[config.mk]
export PLATFORM = sky130hd
export DESIGN_NAME = friscv_rd_scheduler
export DESIGN_NICKNAME = d
export VERILOG_FILES = /design/src/rtl/friscv_rd_scheduler.sv
export SDC_FILE = /design/constraint.sdc
export NUM_CORES = 1
export LEC_CHECK = 0
export CAP_MARGIN = 20
export CORE_UTILIZATION = 44
export CTS_BUF_LIST = sky130_fd_sc_hd__clkbuf_8
export CTS_CLUSTER_DIAMETER = 80
export DETAILED_ROUTE_END_ITERATION = 7
export GPL_TIMING_DRIVEN = 0
export PLACE_DENSITY_LB_ADDON = 0.1
export SYNTH_ARGS = -nofsm -noshare
export SYNTH_HDL_FRONTEND = slang
export SYNTH_SLANG_ARGS = --single-unit
[constraint.sdc]
create_clock -name aclk -period 3.4 [get_ports aclk]
set_input_delay 0.51 -clock aclk [delete_from_list [all_inputs] [get_ports aclk]]
set_output_delay 0.51 -clock aclk [all_outputs]
set_load 0.1 [all_outputs]
[src/rtl/friscv_rd_scheduler.sv]
// ============================================================================
// friscv_rd_scheduler
// ----------------------------------------------------------------------------
// Write-back scheduler in front of the ISA register file's single write port.
// ALU, memfy and CSR destination-register writes are arbitrated round-robin
// through valid/ready handshakes and forwarded to one registered write port.
// A pending-write scoreboard lets the control unit stall on RAW (rsX_busy)
// and WAW (issue_ready) hazards.
//
// Parameters:
//   RV32E - 1: 16 architectural registers, 0: 32 registers
//   XLEN  - register width in bits (multiple of 8)
//
// Ports:
//   aclk, arst (async, active-high), srst (sync, active-high)
//   issue_valid/issue_ready/issue_addr  - instruction issue that will write rd
//   rs1_addr/rs1_busy, rs2_addr/rs2_busy - hazard queries
//   {alu,memfy,csr}_valid/_ready/_addr/_val - write-back requests
//   {alu,memfy}_strb                    - byte enables (CSR is all-ones)
//   rd_wr/rd_addr/rd_val/rd_strb        - registered register-file write port
//
// Optional build macro:
//   FRISCV_RD_SCHED_STATS_EN - adds stat_wr_cnt (rd_wr pulses) and
//   stat_stall_cnt (cycles with a write-back requester valid but not ready).
// ============================================================================
module friscv_rd_scheduler #(
    parameter int RV32E = 0,
    parameter int XLEN  = 32
) (
    input  logic              aclk,
    input  logic              arst,
    input  logic              srst,
    input  logic              issue_valid,
    output logic              issue_ready,
    input  logic [4:0]        issue_addr,
    input  logic [4:0]        rs1_addr,
    output logic              rs1_busy,
    input  logic [4:0]        rs2_addr,
    output logic              rs2_busy,
    input  logic              alu_valid,
    output logic              alu_ready,
    input  logic [4:0]        alu_addr,
    input  logic [XLEN-1:0]   alu_val,
    input  logic [XLEN/8-1:0] alu_strb,
    input  logic              memfy_valid,
    output logic              memfy_ready,
    input  logic [4:0]        memfy_addr,
    input  logic [XLEN-1:0]   memfy_val,
    input  logic [XLEN/8-1:0] memfy_strb,
    input  logic              csr_valid,
    output logic              csr_ready,
    input  logic [4:0]        csr_addr,
    input  logic [XLEN-1:0]   csr_val,
    output logic              rd_wr,
    output logic [4:0]        rd_addr,
    output logic [XLEN-1:0]   rd_val,
    output logic [XLEN/8-1:0] rd_strb
`ifdef FRISCV_RD_SCHED_STATS_EN
    ,
    output logic [31:0]       stat_wr_cnt,
    output logic [31:0]       stat_stall_cnt
`endif
);

    localparam int REGNUM = (RV32E != 0) ? 16 : 32;
    localparam int NSTRB  = XLEN / 8;

    localparam logic [1:0] REQ_ALU   = 2'd0;
    localparam logic [1:0] REQ_MEMFY = 2'd1;
    localparam logic [1:0] REQ_CSR   = 2'd2;

    // Register 0 and addresses beyond the register count never reach the
    // register file nor the scoreboard.
    function automatic logic addr_legal(input logic [4:0] addr);
        logic ok;
        if (addr == 5'd0) begin
            ok = 1'b0;
        end else if ((RV32E != 0) && addr[4]) begin
            ok = 1'b0;
        end else begin
            ok = 1'b1;
        end
        return ok;
    endfunction

    logic [1:0]        last_grant_r;
    logic [REGNUM-1:1] pending_r;
    logic              rd_wr_r;
    logic [4:0]        rd_addr_r;
    logic [XLEN-1:0]   rd_val_r;
    logic [NSTRB-1:0]  rd_strb_r;

    logic [2:0]        req_s;
    logic [2:0]        grant_s;
    logic [1:0]        grant_idx_s;
    logic              hs_s;
    logic [4:0]        sel_addr_s;
    logic [XLEN-1:0]   sel_val_s;
    logic [NSTRB-1:0]  sel_strb_s;
    logic              wb_legal_s;
    logic              issue_fire_s;
    logic [31:0]       pend_full_s;
    logic [REGNUM-1:1] pending_nxt_s;

    assign req_s = {csr_valid, memfy_valid, alu_valid};

    // Round-robin grant: search starts just after the last granted requester.
    // Depends only on the valids, never on the requesters' data.
    always_comb begin
        grant_s = 3'b000;
        case (last_grant_r)
            REQ_ALU: begin
                if (req_s[1])      grant_s = 3'b010;
                else if (req_s[2]) grant_s = 3'b100;
                else if (req_s[0]) grant_s = 3'b001;
                else               grant_s = 3'b000;
            end
            REQ_MEMFY: begin
                if (req_s[2])      grant_s = 3'b100;
                else if (req_s[0]) grant_s = 3'b001;
                else if (req_s[1]) grant_s = 3'b010;
                else               grant_s = 3'b000;
            end
            default: begin
                if (req_s[0])      grant_s = 3'b001;
                else if (req_s[1]) grant_s = 3'b010;
                else if (req_s[2]) grant_s = 3'b100;
                else               grant_s = 3'b000;
            end
        endcase
    end

    // Granted requester index and its write-back payload.
    always_comb begin
        grant_idx_s = last_grant_r;
        sel_addr_s  = 5'd0;
        sel_val_s   = {XLEN{1'b0}};
        sel_strb_s  = {NSTRB{1'b0}};
        case (grant_s)
            3'b001: begin
                grant_idx_s = REQ_ALU;
                sel_addr_s  = alu_addr;
                sel_val_s   = alu_val;
                sel_strb_s  = alu_strb;
            end
            3'b010: begin
                grant_idx_s = REQ_MEMFY;
                sel_addr_s  = memfy_addr;
                sel_val_s   = memfy_val;
                sel_strb_s  = memfy_strb;
            end
            3'b100: begin
                grant_idx_s = REQ_CSR;
                sel_addr_s  = csr_addr;
                sel_val_s   = csr_val;
                sel_strb_s  = {NSTRB{1'b1}};
            end
            default: begin
                grant_idx_s = last_grant_r;
            end
        endcase
    end

    // A grant is only ever given to a valid requester, so any grant is a handshake.
    assign hs_s       = |grant_s;
    assign wb_legal_s = hs_s & addr_legal(sel_addr_s);

    assign alu_ready   = grant_s[0];
    assign memfy_ready = grant_s[1];
    assign csr_ready   = grant_s[2];

    // Scoreboard widened to 32 entries so 5-bit addresses index it directly;
    // entry 0 and unimplemented entries read as not pending.
    always_comb begin
        pend_full_s             = 32'd0;
        pend_full_s[REGNUM-1:1] = pending_r;
    end

    // Hazard outputs: WAW stall on issue, RAW busy on sources (no forwarding).
    always_comb begin
        if (addr_legal(issue_addr)) begin
            issue_ready = ~pend_full_s[issue_addr];
        end else begin
            issue_ready = 1'b1;
        end
        if (addr_legal(rs1_addr)) begin
            rs1_busy = pend_full_s[rs1_addr];
        end else begin
            rs1_busy = 1'b0;
        end
        if (addr_legal(rs2_addr)) begin
            rs2_busy = pend_full_s[rs2_addr];
        end else begin
            rs2_busy = 1'b0;
        end
    end

    assign issue_fire_s = issue_valid & issue_ready & addr_legal(issue_addr);

    // Next scoreboard: the write-back clears, an accepted issue sets; set wins.
    always_comb begin
        pending_nxt_s = pending_r;
        for (int i = 1; i < REGNUM; i++) begin
            if (issue_fire_s && (issue_addr == 5'(i))) begin
                pending_nxt_s[i] = 1'b1;
            end else if (wb_legal_s && (sel_addr_s == 5'(i))) begin
                pending_nxt_s[i] = 1'b0;
            end else begin
                pending_nxt_s[i] = pending_r[i];
            end
        end
    end

    // Write port, arbitration pointer and scoreboard state.
    always_ff @(posedge aclk or posedge arst) begin
        if (arst) begin
            rd_wr_r      <= 1'b0;
            rd_addr_r    <= 5'd0;
            rd_val_r     <= {XLEN{1'b0}};
            rd_strb_r    <= {NSTRB{1'b0}};
            last_grant_r <= REQ_CSR;
            pending_r    <= {(REGNUM-1){1'b0}};
        end else if (srst) begin
            rd_wr_r      <= 1'b0;
            rd_addr_r    <= 5'd0;
            rd_val_r     <= {XLEN{1'b0}};
            rd_strb_r    <= {NSTRB{1'b0}};
            last_grant_r <= REQ_CSR;
            pending_r    <= {(REGNUM-1){1'b0}};
        end else begin
            rd_wr_r <= wb_legal_s;
            // Address/data hold their last value when nothing is written.
            if (wb_legal_s) begin
                rd_addr_r <= sel_addr_s;
                rd_val_r  <= sel_val_s;
                rd_strb_r <= sel_strb_s;
            end
            if (hs_s) begin
                last_grant_r <= grant_idx_s;
            end
            pending_r <= pending_nxt_s;
        end
    end

    assign rd_wr   = rd_wr_r;
    assign rd_addr = rd_addr_r;
    assign rd_val  = rd_val_r;
    assign rd_strb = rd_strb_r;

`ifdef FRISCV_RD_SCHED_STATS_EN
    logic [31:0] stat_wr_cnt_r;
    logic [31:0] stat_stall_cnt_r;
    logic        stall_s;

    assign stall_s = |(req_s & ~grant_s);

    // Free-running statistics counters, wrapping at 2^32.
    always_ff @(posedge aclk or posedge arst) begin
        if (arst) begin
            stat_wr_cnt_r    <= 32'd0;
            stat_stall_cnt_r <= 32'd0;
        end else if (srst) begin
            stat_wr_cnt_r    <= 32'd0;
            stat_stall_cnt_r <= 32'd0;
        end else begin
            stat_wr_cnt_r    <= stat_wr_cnt_r + {31'd0, rd_wr_r};
            stat_stall_cnt_r <= stat_stall_cnt_r + {31'd0, stall_s};
        end
    end

    assign stat_wr_cnt    = stat_wr_cnt_r;
    assign stat_stall_cnt = stat_stall_cnt_r;
`endif

endmodule

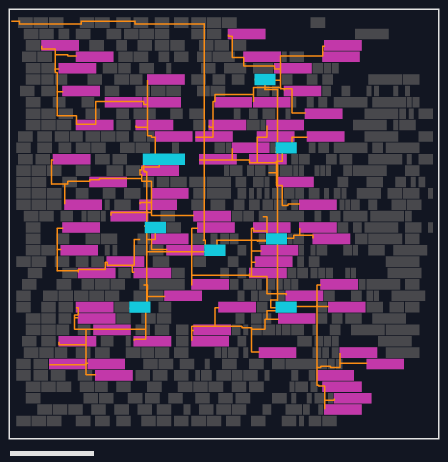
(clock network drawn from the DEF)
Bar = 20 um.
cells driving clock nets: shown in cyan, count 9. flip-flops: shown in magenta, count 75. clock wires: shown in orange, length 895 um.
There are 10 routed clock nets.
Worst-Skew Late Latency: 350 ps
Clock Skews: 12.4 ps
P_clk: 771 uW
power share of the clock group: 27.6%

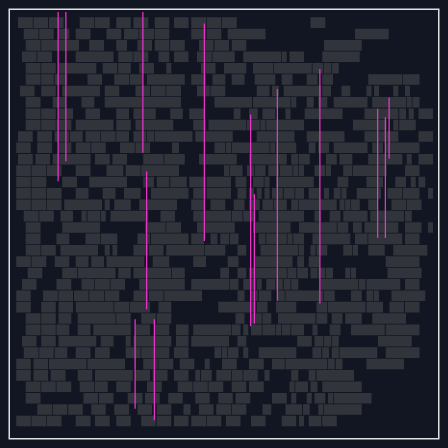
(signal wires on met4)
Cells faint in the background.
The longest straight run is 55.8 um. 13 nets have wire on it.
Post-Route WL: 15.0 mm
DR vias: 4423

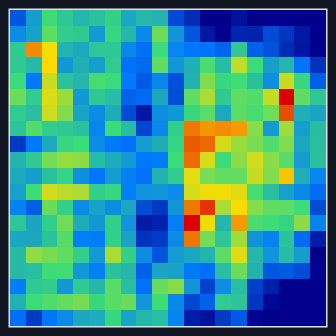
(wiring heat map)
20 x 20 tiles, from dark blue (low) to red (high), scaled to the fullest tile. Values are wire area over tile area, all layers added.
The densest ninth of the die: east. The emptiest ninth of the die: south-east. 27% of the tiles are over half the peak. The mean over all tiles is 0.24.
total track usage: 29.6%
drt wl/cell: 20.8 um

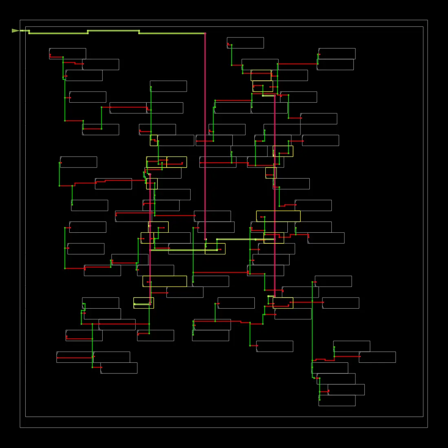
(the clock network)
Flop Count: 75
total clock buffers created by CTS: 9

==> impl_metrics.csv <==
group,metric,value,unit
cells_and_area,n_antenna_cell,0,
placed_design,io_buffer_count,183,
cells_and_area,layout-drive-gt1-share,15.9,%
worst_setup_path,end_kind,"primary output",
floorplan,core,9770,um2
worst_setup_path,path_class,"input port to primary output",
timing,grt_setup_unrepaired,"no",
timing,setup_violations,0,
timing,hold_violations,0,
hold_path,hold_class,"input port to asynchronous set/reset pin",
placed_design,dp_hpwl,11.5,mm
clocking,numClockSinks,75,
clocking,cts_max_path_buffers,2,
timing,fin_crit,3290,ps
worst_setup_path,critPathSlowestCell,"mux4_2",
synthesis,synthAdderAreaFrac,0,%
placed_design,place_congestion,0.889,
worst_setup_path,slowest_delay,520,ps
synthesis,yosys_warnings,0,
grt,grt_first_pass_wirelength,23.3,mm
cells_and_area,syn_to_final_growth,52.1,%
power_and_ir_drop,p_int,1740,uW
timing,fmax,0.304,GHz
synthesis,synth_area_per_cell,11.6,um2
floorplan,die_y,102,um
grt,antenna_found_initial,0,
grt,globalRouteMet3Util,7.32,%
routing,routed_via_density,6.15,
timing,drv_slew,0,
cells_and_area,lay_top_count,"clkdlybuf4s50_1",
synthesis,syn-cell-area,4430,um2
timing,fin_crit_sh,96.7,%
grt,globalRouteMet2Util,50.6,%
grt,grt_use_met1,35.3,%
grt,grt_pass1_vias,4471,
worst_setup_path,critPathMaxFanout,10,
status,outcome,"completed",
power_and_ir_drop,fin_total_pwr,2790,uW
synthesis,synthesis.nets,522,
synthesis,yosys.stat.seqShare,42.4,%
clocking,clockRootBuffer,"clkbuf_8",
synthesis,top_logic_kind,"AND-OR/OR-AND gates",
synthesis,synth-simple-area-share,9.30,%
clocking,cts_tree,"built",
floorplan,fp_util,45.3,%
synthesis,synthAoiAreaFrac,28.5,%
grt,grt_max_degree,70,
cells_and_area,instances_no_fill,719,
synthesis,synth.distinct_cells,48,
routing,drtAntennaViolNets,0,
floorplan,dieArea,10500,um2
grt,top_usage_layer,"met2",
grt,overflow,0,
synthesis,edf_count,0,
power_and_ir_drop,p_sw,1060,uW
power_and_ir_drop,swShare,37.9,%
run,maxCapViolCount,0,
synthesis,ff_type,"dfrtp_1",
synthesis,ys_area,4430,um2
synthesis,synth_xor_xnor_area_share,0,%
synthesis,ys_cells,381,
power_and_ir_drop,p_leak,0.00257,uW
synthesis,ys.flops,75,
worst_setup_path,arrival,2780,ps
synthesis,async_flop_share,100,%
cells_and_area,fin_nets,722,
timing,worst_pin_slew,1040,ps
power_and_ir_drop,ir_worst_vdd,0.243,mV
worst_setup_path,worstSetupStartpointType,"input port",
worst_setup_path,worstPathCellList,"clkdlybuf4s50_1 -> clkbuf_4 -> mux4_2 -> mux2_2 -> nand2_1 -> o41ai_2 -> nor3_4 -> buf_4",
floorplan,die_w,102,um
routing,dr.pass1.iters,7,
worst_setup_path,critical_path_required,2890,ps
timing,max_slew_margin,30.6,%
run,tool_warnings,26,
synthesis,mux_share,14.5,%
floorplan,rows,36,
placed_design,placed_cells,698,
power_and_ir_drop,p_per_area,415,nW/um2
worst_setup_path,r2r_slack,600,ps
clocking,clkTransAtPathRegs,90,ps
cells_and_area,fillerInstances,781,
power_and_ir_drop,combPwrFrac,37.0,%
cells_and_area,lay_top_cells,"177 x clkdlybuf4s50_1, 74 x dfrtp_1, 37 x a222oi_1, 37 x o2bb2ai_1, 24 x mux4_2",
routing,drc,0,
synthesis,syn_inst,381,
power_and_ir_drop,seq_power_share,35.4,%
routing,drt-initial-drc-count,283,
floorplan,top_level_ports,189,
clocking,cts_max_level,3,
-- metal layers --
layer	wire length [um]	vias up	part of all wire, %
met5	0	-	0
met4	498	0	3.3
met3	1240	32	8.3
met2	7470	213	50
met1	5770	2196	39
li1	-	1982	-
-- kinds of logic after synthesis --
logic type / Yosys count
AOI/OAI and AO/OA: 153
and+or+nand+nor: 72
buffers and inverters: 48
DFF: 75
muxes: 33
-- repair_timing --
action | in CTS | in global routing
setup buffers | 0 | 6
gates resized | 34 | 11
endpoints found under the setup margin | 6 | 50
endpoints found under the hold margin | 0 | 0
pin swaps | 0 | 2
hold buffers | 0 | 0
-- synth_stat cells, types with 2 or more instances --
master	number	area share (%)
a211o_1	3	0.59
a21oi_1	9	1.0
a221oi_1	5	0.99
a222oi_1	37	8.4
a22oi_1	2	0.34
and2_1	2	0.28
buf_6	7	1.8
clkbuf_1	28	2.4
dfrtp_1	74	42
inv_1	12	1.0
mux2_2	8	2.0
mux4_2	24	12
nand2_1	17	1.4
nand2b_1	4	0.57
nand3_1	3	0.34
nand3b_1	6	1.0
nor2_1	9	0.76
nor2b_1	8	1.1
nor3_1	3	0.34
nor3b_1	3	0.51
o211ai_1	17	2.9
o21ai_0	23	2.6
o2bb2ai_1	37	7.3
o2bb2ai_2	3	1.0
o31ai_1	2	0.34
o32ai_1	4	0.79
o41ai_1	2	0.40
or2_2	3	0.42
or3_1	6	0.85
or3b_2	2	0.40
-- power groups by stage --
stage | clock [uW] | combinational (uW) | sequential [uW]
after global placement | 0 | 1010 | 1000
after detailed placement | 0 | 1020 | 1000
after global routing | 816 | 1080 | 995
after floorplan | 0 | 287 | 1360
final | 771 | 1040 | 989
after CTS | 777 | 1020 | 988
-- path summary, 6_finish.rpt --
kind / from / end / depth (start not counted)
max reg2reg: last_grant_r[1] / rd_val[19] / 8
max in group asynchronous: arst / rd_addr[1] / 3
min reg2reg: rd_val[25] / rd_val[25] / 1
max: issue_addr[0] / issue_ready / 8
min: arst / pending_r[28] / 2
min in group aclk: rd_val[25] / rd_val[25] / 1
-- flip-flops by register name (all words and copies together), names as in the netlist --
register	count
rd_addr	5
last_grant_r	2
pending_r	31
rd_strb	4
rd_val	32
rd_wr	1
-- layout make-up --
type	instances	area, um2	area share [%]
Timing Repair Buffer	190	1880	28.0
Clock inverter	6	88.8	1.32
Buffer	35	193	2.86
Sequential cell	75	1880	27.9
Clock buffer	10	138	2.04
Inverter	12	47.5	0.706
Multi-Input combinational cell	258	2340	34.7
Tap cell	133	166	2.47
-- worst max-delay path, delay by kind of cell --
| kind | cells | cell delay [ps] |
|---|---|---|
| buffers and inverters | 3 | 1070 |
| multiplexers | 2 | 790 |
| AND/OR/NAND/NOR | 2 | 290 |
| AND-OR/OR-AND | 1 | 110 |
-- through the flow --
stage / setup slack, ps / hold WS [ps] / area (um2) / TNS (ps) / util [%]
final: 112 / 387 / 6730 / 0 / 68.9
after global routing: 13.4 / 398 / 6730 / 0 / 68.9
after floorplan: 383 / 510 / 4440 / 0 / -
after detailed placement: -940 / 475 / 6470 / -16950 / 66.2
after global placement: -884 / 473 / 6440 / -33240 / 65.8
after CTS: 19.5 / 384 / 6680 / 0 / 68.3
Power and IR drop assume default switching activity.
